==> src/rtl/hub75_rx.sv <==
// hub75_rx: receiving end of a HUB75 panel bus.
// The bus lines are synchronized into clk. Each SCLK rise stores one
// {rgb1,rgb0} pixel pair in the active half of a ping-pong line buffer.
// A LATCH swaps the two halves and replays the completed row as a stream
// of pixel writes, while the next row is shifted into the other half.
module hub75_rx #(
    parameter int WIDTH = 64,
    parameter int XBITS = 6,
    parameter int YBITS = 5
) (
    input  logic             clk,
    input  logic             reset,
    input  logic             hub_sclk,
    input  logic             hub_latch,
    input  logic             hub_blank,
    input  logic [YBITS-1:0] hub_addry,
    input  logic [2:0]       hub_rgb0,
    input  logic [2:0]       hub_rgb1,
    output logic             pix_valid,
    output logic [XBITS-1:0] pix_x,
    output logic [YBITS-1:0] pix_y,
    output logic [2:0]       pix_rgb0,
    output logic [2:0]       pix_rgb1,
    output logic             row_done,
    output logic             frame_start,
    output logic             blank_out,
    output logic             err_overflow,
    output logic             err_overrun
);

    // Synchronized bundle layout: {sclk, latch, blank, addry, rgb1, rgb0}
    localparam int SW = 3 + YBITS + 6;
    localparam logic [XBITS:0] FULL    = (XBITS+1)'(WIDTH);
    localparam logic [XBITS:0] CNT_ONE = (XBITS+1)'(1);
    localparam logic [XBITS-1:0] X_ONE = XBITS'(1);

    typedef enum logic [1:0] {
        ST_IDLE,
        ST_DUMP,
        ST_FLUSH
    } state_t;

    // Synchronizer stages
    logic [SW-1:0]    sync1_q;
    logic [SW-1:0]    sync2_q;
    logic             sclk_q3;
    logic             latch_q3;

    // Fields of the second synchronizer stage
    logic             sclk_s;
    logic             latch_s;
    logic             blank_s;
    logic [YBITS-1:0] addry_s;
    logic [5:0]       data_s;

    logic             sclk_rise;
    logic             latch_rise;

    // Shift side
    logic [XBITS:0]   shift_cnt_q;
    logic [XBITS:0]   shift_cnt_d;
    logic             shift_full;
    logic             active_q;
    logic             wr_en;
    logic [XBITS:0]   wr_addr;

    // Replay side
    state_t           state_q;
    logic [YBITS-1:0] row_y_q;
    logic [XBITS:0]   n_q;
    logic [XBITS-1:0] rd_x_q;
    logic             rd_last;
    logic             rd_en;
    logic [XBITS:0]   rd_addr;
    logic             first_q;

    // Line buffer: two halves of WIDTH entries, selected by the top address bit
    logic [5:0]       mem [0:2*WIDTH-1];
    logic [5:0]       rd_data_q;

    // Registered outputs
    logic             pix_valid_q;
    logic [XBITS-1:0] pix_x_q;
    logic [YBITS-1:0] pix_y_q;
    logic             row_done_q;
    logic             frame_start_q;
    logic             err_overflow_q;
    logic             err_overrun_q;

    assign {sclk_s, latch_s, blank_s, addry_s, data_s} = sync2_q;

    // Events come from the same stage as the data/address they qualify
    assign sclk_rise  = sclk_s & ~sclk_q3;
    assign latch_rise = latch_s & ~latch_q3;

    // A full row keeps its count at WIDTH; further pixels are dropped
    assign shift_full  = (shift_cnt_q == FULL);
    assign wr_en       = sclk_rise & ~shift_full;
    assign wr_addr     = {active_q, shift_cnt_q[XBITS-1:0]};
    // Count including a pixel that lands on the same cycle as a latch
    assign shift_cnt_d = wr_en ? (shift_cnt_q + CNT_ONE) : shift_cnt_q;

    // Replay always reads the half that is not being shifted into
    assign rd_en   = (state_q == ST_DUMP);
    assign rd_addr = {~active_q, rd_x_q};
    assign rd_last = ({1'b0, rd_x_q} == (n_q - CNT_ONE));

    // Pixel data comes straight from the RAM read register, forced to
    // zero whenever no pixel is being presented (including reset)
    assign pix_valid    = pix_valid_q;
    assign pix_x        = pix_x_q;
    assign pix_y        = pix_y_q;
    assign pix_rgb0     = pix_valid_q ? rd_data_q[2:0] : 3'b000;
    assign pix_rgb1     = pix_valid_q ? rd_data_q[5:3] : 3'b000;
    assign row_done     = row_done_q;
    assign frame_start  = frame_start_q;
    assign blank_out    = blank_s;
    assign err_overflow = err_overflow_q;
    assign err_overrun  = err_overrun_q;

    // Two-flop synchronizer for all bus lines plus an edge-detect stage on sclk/latch
    always_ff @(posedge clk or posedge reset) begin
        if (reset) begin
            sync1_q  <= '0;
            sync2_q  <= '0;
            sclk_q3  <= 1'b0;
            latch_q3 <= 1'b0;
        end else begin
            sync1_q  <= {hub_sclk, hub_latch, hub_blank, hub_addry, hub_rgb1, hub_rgb0};
            sync2_q  <= sync1_q;
            sclk_q3  <= sclk_s;
            latch_q3 <= latch_s;
        end
    end

    // Line buffer: one write port for shifting, one registered read port for replay
    always_ff @(posedge clk) begin
        if (wr_en) begin
            mem[wr_addr] <= data_s;
        end
        if (rd_en) begin
            rd_data_q <= mem[rd_addr];
        end
    end

    // Shift counter, buffer swap, error flags and the replay FSM
    always_ff @(posedge clk or posedge reset) begin
        if (reset) begin
            state_q        <= ST_IDLE;
            shift_cnt_q    <= '0;
            active_q       <= 1'b0;
            row_y_q        <= '0;
            n_q            <= '0;
            rd_x_q         <= '0;
            first_q        <= 1'b0;
            pix_valid_q    <= 1'b0;
            pix_x_q        <= '0;
            pix_y_q        <= '0;
            row_done_q     <= 1'b0;
            frame_start_q  <= 1'b0;
            err_overflow_q <= 1'b0;
            err_overrun_q  <= 1'b0;
        end else begin
            pix_valid_q   <= 1'b0;
            row_done_q    <= 1'b0;
            frame_start_q <= 1'b0;
            shift_cnt_q   <= shift_cnt_d;

            if (sclk_rise && shift_full) begin
                err_overflow_q <= 1'b1;
            end

            case (state_q)
                ST_IDLE: begin
                end
                ST_DUMP: begin
                    // The read issued on this edge becomes the presented pixel
                    pix_valid_q   <= 1'b1;
                    pix_x_q       <= rd_x_q;
                    pix_y_q       <= row_y_q;
                    frame_start_q <= first_q && (row_y_q == '0);
                    first_q       <= 1'b0;
                    if (rd_last) begin
                        state_q <= ST_FLUSH;
                    end else begin
                        rd_x_q <= rd_x_q + X_ONE;
                    end
                end
                ST_FLUSH: begin
                    // Also the only slot of an empty row, so frame_start may fire here
                    row_done_q    <= 1'b1;
                    frame_start_q <= first_q && (row_y_q == '0);
                    first_q       <= 1'b0;
                    state_q       <= ST_IDLE;
                end
                default: begin
                    state_q <= ST_IDLE;
                end
            endcase

            if (latch_rise) begin
                shift_cnt_q <= '0;
                if (state_q != ST_IDLE) begin
                    // Previous row still replaying: drop the new row, keep the buffers
                    err_overrun_q <= 1'b1;
                end else begin
                    row_y_q  <= addry_s;
                    n_q      <= shift_cnt_d;
                    active_q <= ~active_q;
                    rd_x_q   <= '0;
                    first_q  <= 1'b1;
                    state_q  <= (shift_cnt_d != '0) ? ST_DUMP : ST_FLUSH;
                end
            end
        end
    end

endmodule

==> config.mk <==
export PLATFORM = sky130hd
export DESIGN_NAME = hub75_rx
export DESIGN_NICKNAME = d
export VERILOG_FILES = /design/src/rtl/hub75_rx.sv
export SDC_FILE = /design/constraint.sdc
export NUM_CORES = 1
export LEC_CHECK = 0
export CORE_MARGIN = 2
export CORE_UTILIZATION = 55
export CTS_CLUSTER_SIZE = 12
export DETAILED_ROUTE_END_ITERATION = 12
export PLACE_DENSITY_LB_ADDON = 0.12
export SLEW_MARGIN = 20
export SYNTH_ARGS = -nofsm -noshare
export SYNTH_HDL_FRONTEND = slang
export SYNTH_SLANG_ARGS = --single-unit
==> constraint.sdc <==
create_clock -name clk -period 4.5 [get_ports clk]
set_input_delay 0.9 -clock clk [delete_from_list [all_inputs] [get_ports clk]]
set_output_delay 0.9 -clock clk [all_outputs]
set_load 0.005 [all_outputs]
Run 1, placed standard cells:
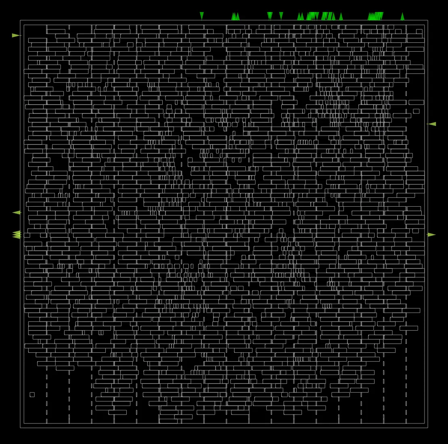
count of fill cells added during filler insertion: 4,238
share of cell area taken by flip-flops and latches: 0.675
CORE AREA: 60,200 um^2
number of core rows: 90

Run 1, zoomed window:
Window x 105 to 145, y 105 to 145 um. Cells in grey, sequential cells in the stronger grey; small squares are vias.
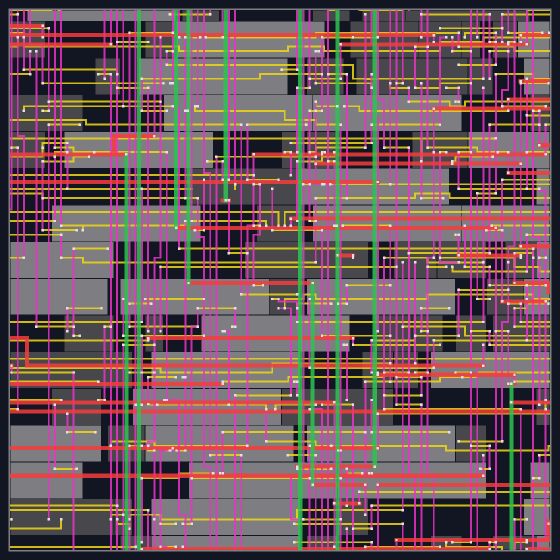
[yellow] metal 1
[green] metal 4
[red] metal 3
[magenta] metal 2
netlist names of flops here include: mem (19), rd_data_q (5)
most frequent: edfxtp_1 (24), and2_1 (6)
cells with their middle in the window: 63
sequential cells in the window: 24

Run 1, metal layers overlaid:
(1.5 px per um) Only two layers are drawn.
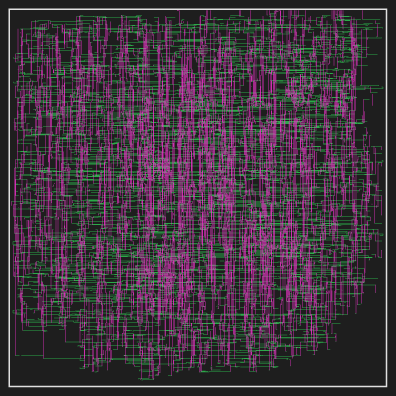
[green] metal 1 | wire length: 32.4 mm
[magenta] metal 2 | wire length: 37.7 mm
average wire per cell in the routed design: 29.7 um
Vias: 17,200
Detailed Route WL: 80,300 um
overall routing resource usage: 0.262

Run 1, signal wires on met2:
(1.5 px per um) Cells faint in the background.
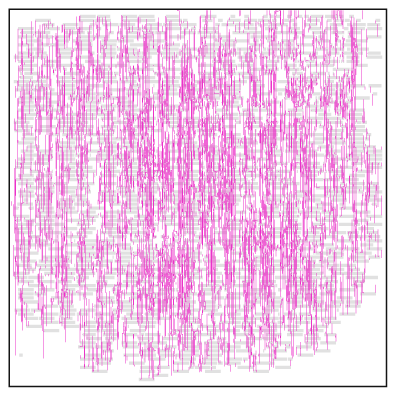
nets with wire on the layer: 1,659
share of all routed wire: 47%
met2 usage in global routing: 0.402

==> results.txt, run 1 <==
Results of the implementation run.

The synthesized-area fraction occupied by adder cells is 0.00262. The flow ran to the end, and the final reports show no timing, DRC or antenna violations. The number of nets in the synthesized netlist is 1,799. The iteration-0 DRC count of the detailed router came out at 2,115. The chip area in the Yosys report is 33,400 um^2. The internal cell power came out at 14.4 mW. The data arrival at the endpoint of the critical path is 3.86 ns.

The fraction of final layout cells with drive strength greater than 1 is 0.172. Per the CTS log, the root buffer master is clkbuf_16. The wire length of the first global-routing pass came out at 118,000 um. For met3 alone, demand over resource in global routing was 0.0658. A synthesized cell averages 18.8 um^2. Of the post-synthesis cell area, the part taken by muxes is 0.139.

After layout, the minimum clock period comes to 3.58 ns. Yosys mapped the design onto 58 distinct sky130hd cell types. The minimum hold slack is 0.345 ns. The cell area that synthesis handed to floorplanning was 33,400 um^2. The most numerous cell type found on the critical path is nor2_1. The power report attributes to the sequential group a share of 0.462. The die width came out at 250 um.

The cell count after synthesis is 1,776. For reference, the top cells by count after synthesis are edfxtp_1, nor2_1, mux4_2. The ratio of total power to cell area is 533 nW/um^2. The share of synthesized area in the top cell type comes to 0.696. The fraction of final cell area spent on non-clock buffers in this run is 0.0221. Of the total standard cell area in the layout, the multi-input combinational portion is 0.204. The count of clock-net buffers in the final layout came out at 117.

The clock transition at the registers of the reported paths came out at 0.06 ns. The number of levels in the clock H-tree came out at 3. The die area is 62,700 um^2.
-- run 1: power groups by stage --
| stage | Clock [mW] | Sequential [mW] | Combinational [mW] |
|---|---|---|---|
| after floorplan | 0 | 9.10 | 2.91 |
| after global placement | 0 | 9.33 | 3.91 |
| after detailed placement | 0 | 9.33 | 3.90 |
| after CTS | 6.83 | 9.17 | 3.92 |
| after global routing | 7.13 | 9.19 | 4.15 |
| final | 6.75 | 9.17 | 3.91 |
-- run 1: state kept, by name (all words and copies together) (netlist names), 2 cells and up --
register and flops:
mem 768, shift_cnt_q 7, n_q 7, pix_y 5, row_y_q 5, pix_x 6
rd_data_q 6, state_q 2, sync1_q 14, rd_x_q 6, sync2_q 14
-- run 1: layer usage --
| layer | up-vias | routed length, um |
|---|---|---|
| met3 | 171 | 7530 |
| met1 | 8933 | 32400 |
| li1 | 7298 | - |
| met5 | - | 10 |
| met2 | 819 | 37700 |
| met4 | 2 | 2600 |
-- run 1: through the flow --
step	util	setup slack, ns
CTS	0.618	0.981
global placement	0.574	0.997
detailed placement	0.574	1.03
floorplan	-	1.69
finish	0.618	0.921
global route	0.618	0.786
-- run 1: path summary, 6_finish.rpt --
path	startpoint	to	slack, ns	cells past startpoint
min in group asynchronous	reset	sync1_q[13]	0.69	2
max in group asynchronous	reset	sync2_q[1]	2.92	3
worst min-delay path	sync1_q[9]	sync2_q[9]	0.34	0
worst max register to register	shift_cnt_q[5]	mem[48][1]	0.92	7
worst min register to register	sync1_q[9]	sync2_q[9]	0.34	0
worst max-delay path	shift_cnt_q[5]	mem[48][1]	0.92	7
==> inputs of run 2 (changes only) <==
clock period = 3.7 ns   (was 4.5 ns; I/O delays follow)
Run 2, ports around the boundary:
(2 px per um) Pins as bars across the die edge, other pins in grey.
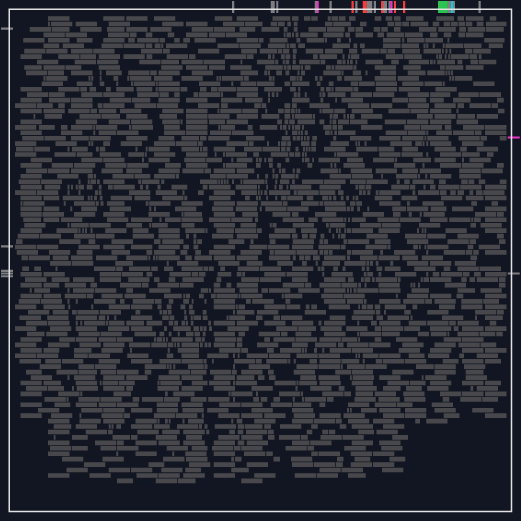
[magenta] hub_rgb1 | pins: 3 | direction: input | edge: 2 top, 1 right
[cyan] hub_blank | pins: 1 | direction: input | edge: top
[green] pix_y | pins: 5 | direction: output | edge: top
[red] pix_x | pins: 6 | direction: output | edge: top
all pins by edge: 32 top, 5 left, 2 right
Port Buf Inserts: 38
Chip Width: 250 um

Run 2, signal wires on met2:
(1.5 px per um) Cells faint in the background.
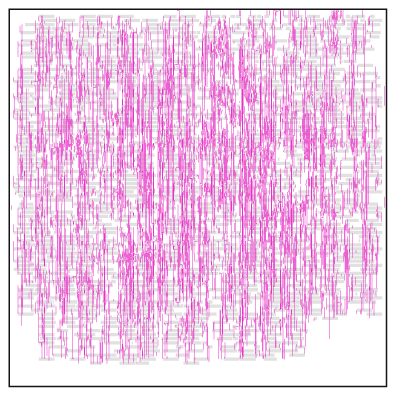
Vias: 17,100
Detailed Route WL: 79,600 um
met2 usage in global routing: 0.415

==> run 2 against run 1 <==
Worst setup slack worse by 0.21 ns. Final area up 0.35%. Non-clock buffer count grew 19. Flip-flop count unchanged. Total power up 21%. Critical path depth unchanged. Combinational power up 26%. Critical endpoint is now rd_data_q[4]. Largest cell class unchanged. Largest power group unchanged.
==> results.txt, run 2 <==
Results of the implementation run.

Largest regs: mem x768, sync1_q x14, sync2_q x14 (unchanged). The buffer type at the clock tree root is clkbuf_16 (unchanged). The register with the highest flop count is mem (unchanged).

The combinational logic power is 4.93 mW (was 3.91 mW). The internal cell power came out at 17.5 mW (was 14.4 mW). The data arrival at the endpoint of the critical path is 3.35 ns (was 3.86 ns). Commonest cells in the netlist: edfxtp_1, nor2_1, mux4_2 (unchanged). Run status: complete, no violations (unchanged). The number of flip-flops under the largest register name came out at 768 (unchanged). The fraction of final layout cells with drive strength greater than 1 is 0.176 (was 0.172). The average wire length per cell after detail routing was 29.3 um (was 29.7 um).

The post-layout minimum cycle time was 2.99 ns (was 3.58 ns). The iteration-0 DRC count of the detailed router came out at 1,634 (was 2,115). The post-synthesis instance area was 33,400 um^2 (unchanged). The part of the total power dissipated in sequential elements came to 0.461 (was 0.462). The number of levels in the clock H-tree is 3 (unchanged). The standard cell core area came out at 60,200 um^2 (unchanged). The total clock network power is 8.01 mW (was 6.75 mW). The standard-cell row count is 90 (unchanged). The ratio of total power to cell area is 641 nW/um^2 (was 533 nW/um^2). The worst setup margin came out at 0.713 ns (was 0.921 ns). The die area is 62,700 um^2 (unchanged). The mean area per synthesized cell is 18.8 um^2 (unchanged). The wire length of the first global-routing pass is 117,000 um (was 118,000 um).
-- run 2: cell counts after synthesis --
Identical to the previous run, type by type.
-- run 2: per-layer routing --
metal / track usage / share of wire / up-vias
met5: 0 / 0.00029 / -
li1: - / - / 7329
met1: 0.362 / 0.40 / 8912
met3: 0.0565 / 0.083 / 165
met4: 0.0772 / 0.030 / 4
met2: 0.415 / 0.48 / 736
-- run 2: cell families after synthesis --
kind of cell	after synthesis	share of synthesized area
flops	849	0.752
simple gates	324	0.0423
mux	280	0.139
compound gates	185	0.0387
buf+inv	117	0.0214
xor+xnor	14	0.00367
fa+ha+maj	7	0.00262
-- run 2: final timing paths --
kind	start	to	slack, ns	depth (start not counted)
worst min-delay path	sync1_q[3]	sync2_q[3]	0.35	0
min in group asynchronous	reset	err_overflow	0.56	2
worst max register to register	rd_x_q[1]	rd_data_q[4]	0.71	7
worst max-delay path	rd_x_q[1]	rd_data_q[4]	0.71	7
worst min register to register	sync1_q[3]	sync2_q[3]	0.35	0
max in group asynchronous	reset	rd_x_q[1]	2.35	3
-- run 2: metrics by stage --
step	hold slack, ns	area [um^2]
floorplan	0.331	33400
global placement	0.331	34800
detailed placement	0.336	34800
CTS	0.349	37400
global route	0.356	37400
finish	0.347	37400
-- run 2: cell type report --
class	instances	area share
sequential	849	0.673
multi-input combinational	810	0.203
clock buffer	129	0.0647
timing repair buffer	111	0.0282
tap	782	0.0262
clock inverter	20	0.00372
inverter	16	0.00164
-- run 2: worst max-delay path: stages (launching register included) --
cell,delay [ns]
dfrtp_4,0.83
buf_12,0.32
buf_4,0.29
mux4_2,0.35
mux2i_1,0.27
o21ai_0,0.26
a221oi_1,0.33
a31oi_1,0.06
No activity file was given, so power comes from the tool's default toggle rates.
